Figure 1. Signal wires on met1.
Bar = 100 µm.
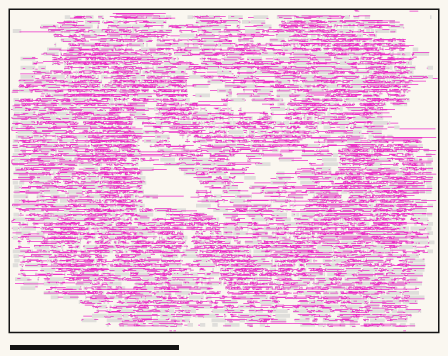
Figure 2. Metal 2.
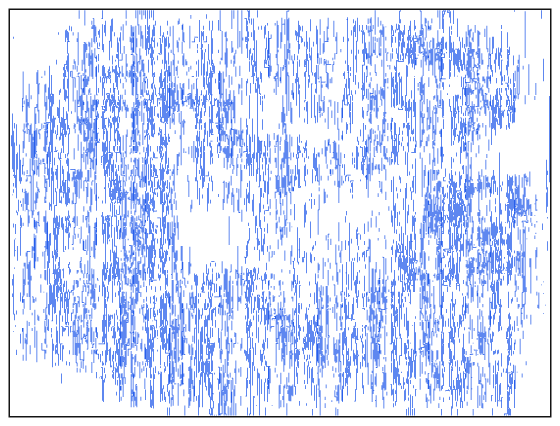
Figure 3. Metal 3.
Bar = 100 µm.
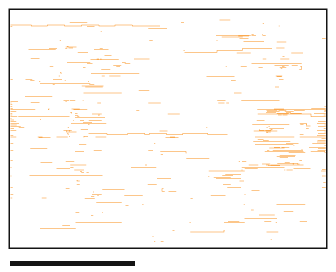
--- src/rtl/const_div_rem_pipe.sv ---
// Pipelined unsigned divide-by-constant: quotient and remainder, CHUNK bits folded per stage.
// Latency S stages; one global enable stalls the whole pipe while the output is held.
module const_div_rem_pipe #(
  parameter int              WIDTH   = 64,
  parameter longint unsigned DIVISOR = 23,
  parameter int              CHUNK   = 8,
  localparam int             S       = (WIDTH + CHUNK - 1) / CHUNK,
  localparam int             RW      = $clog2(DIVISOR)
) (
  input  logic             clk,
  input  logic             rst_n,
  input  logic             in_valid,
  output logic             in_ready,
  input  logic [WIDTH-1:0] in_x,
  output logic             out_valid,
  input  logic             out_ready,
  output logic [WIDTH-1:0] out_q,
  output logic [RW-1:0]    out_r
);

  localparam int XW = S * CHUNK;
  localparam int TW = RW + CHUNK;
  localparam logic [TW-1:0] DIV_T = TW'(DIVISOR);

  if (WIDTH < 2) begin : g_bad_width
    $error("const_div_rem_pipe: WIDTH must be >= 2");
  end
  if (CHUNK < 1 || CHUNK > 16) begin : g_bad_chunk
    $error("const_div_rem_pipe: CHUNK must be in 1..16");
  end
  if (DIVISOR < 2 || (DIVISOR >> WIDTH) != 0) begin : g_bad_divisor
    $error("const_div_rem_pipe: DIVISOR must satisfy 2 <= DIVISOR < 2**WIDTH");
  end

  logic             en;
  logic [XW-1:0]    x_pad;
  logic [S-1:0]     v_q;
  logic [XW-1:0]    x_q [S];
  logic [XW-1:0]    x_d [S];
  logic [RW-1:0]    r_q [S];
  logic [RW-1:0]    r_d [S];
  logic [WIDTH-1:0] q_q [S];
  logic [WIDTH-1:0] q_d [S];

  assign en        = !out_valid | out_ready;
  assign in_ready  = en;
  assign out_valid = v_q[S-1];
  assign out_q     = q_q[S-1];
  assign out_r     = r_q[S-1];
  assign x_pad     = XW'(in_x);

  // Each stage carries the padded operand forward and folds one chunk, MSB first.
  for (genvar i = 0; i < S; i++) begin : g_stage
    logic [RW-1:0]    r_prev;
    logic [WIDTH-1:0] q_prev;
    logic [TW-1:0]    t;
    logic [CHUNK-1:0] qd;

    if (i == 0) begin : g_first
      assign x_d[i]  = x_pad;
      assign r_prev  = '0;
      assign q_prev  = '0;
    end else begin : g_next
      assign x_d[i]  = x_q[i-1];
      assign r_prev  = r_q[i-1];
      assign q_prev  = q_q[i-1];
    end

    // r_prev < DIVISOR keeps the per-stage quotient digit within CHUNK bits.
    assign t      = {r_prev, x_d[i][(S-1-i)*CHUNK +: CHUNK]};
    assign qd     = CHUNK'(t / DIV_T);
    assign r_d[i] = RW'(t % DIV_T);
    assign q_d[i] = WIDTH'({q_prev, qd});
  end

  always_ff @(posedge clk or negedge rst_n) begin
    if (!rst_n) begin
      v_q <= '0;
      for (int i = 0; i < S; i++) begin
        x_q[i] <= '0;
        r_q[i] <= '0;
        q_q[i] <= '0;
      end
    end else if (en) begin
      v_q[0] <= in_valid & in_ready;
      for (int i = 1; i < S; i++) begin
        v_q[i] <= v_q[i-1];
      end
      for (int i = 0; i < S; i++) begin
        x_q[i] <= x_d[i];
        r_q[i] <= r_d[i];
        q_q[i] <= q_d[i];
      end
    end
  end

endmodule

--- config.mk ---
export PLATFORM = sky130hd
export DESIGN_NAME = const_div_rem_pipe
export DESIGN_NICKNAME = d
export VERILOG_FILES = /design/src/rtl/const_div_rem_pipe.sv
export SDC_FILE = /design/constraint.sdc
export NUM_CORES = 2
export LEC_CHECK = 0
export ABC_AREA = 1
export CORE_ASPECT_RATIO = 0.75
export CORE_UTILIZATION = 62
export CTS_BUF_LIST = sky130_fd_sc_hd__clkbuf_8
export CTS_CLUSTER_DIAMETER = 100
export CTS_CLUSTER_SIZE = 12
export DETAILED_ROUTE_END_ITERATION = 12
export PLACE_DENSITY = 0.93
export SYNTH_ARGS = -nofsm -noshare
export SYNTH_HDL_FRONTEND = slang
export SYNTH_SLANG_ARGS = --single-unit
--- constraint.sdc ---
create_clock -name clk -period 6 [get_ports clk]
set_input_delay 1.5 -clock clk [delete_from_list [all_inputs] [get_ports clk]]
set_output_delay 1.5 -clock clk [all_outputs]
set_load 0.03 [all_outputs]
==> results.txt <==
flow finished, numbers: status=finished, final reports clean, Comb area=about 14,000 µm², Hold-fix buffers, CTS=0, Slowest-stage cell, CP=dfrtp_1, Layout Nets=around 4,200, setup ws final=0.446 ns, worst setup path end=out_r[4]$_DFFE_PN0N_, yosys stat cell total=between 3,000 and 4,000, post-DR vias/cell=roughly 5.3, Cell area leaders=dfrtp_1 45%, nand2_1 20%, inv_1 5.0%, o21ai_0 4.8%, nand3_1 4.2%, Pre-antenna DRT Iters=6, Rel. slew slack=0.342, area leader, netlist=dfrtp_1, wl on met1=a little under 30 mm, delay of the slowest critical-path stage=0.42 ns, tap cell count=between 600 and 700, GRT Resource Usage Total=0.256, Worst-path clk slew=approximately 0.090 ns, layout cells sized above 1=0.136, Period minus WS final=~5.6 ns, ys async rst share=1.00, post-DP HPWL=approximately 40 mm, # setup viols final=0, Tightest Pin Transition=0.988 ns, Worst Path Arrival=6.07 ns, total negative slack=0 ns, final hold vios=0, CP most frequent cell=nand2_1, xor/xnor share=0.0165, WL met2=27.8 mm, Hold Slack=0.462 ns, Placement Cell Area=~31,000 µm²
-- Figure 1 (at the start) --
The layer holds 48% of the routed length. 3,919 nets have wire on it. The layer carries 29.2 mm of wire. The longest straight run is 43.7 µm. The wires run mostly horizontal.
Routed WL: 61.1 mm
DR vias: 24,900
GR Util met1: 0.367

-- Figure 2 (at the start) --
The wires run mostly vertical. The longest straight run is 49.1 µm. The layer carries 27.8 mm of wire.
GR Util met2: 0.413

-- Figure 3 (at the start) --
The layer holds 4.7% of the routed length. The layer carries 2,900 µm of wire. The longest straight run is 58.2 µm.
M3 GR Usage: 0.0308

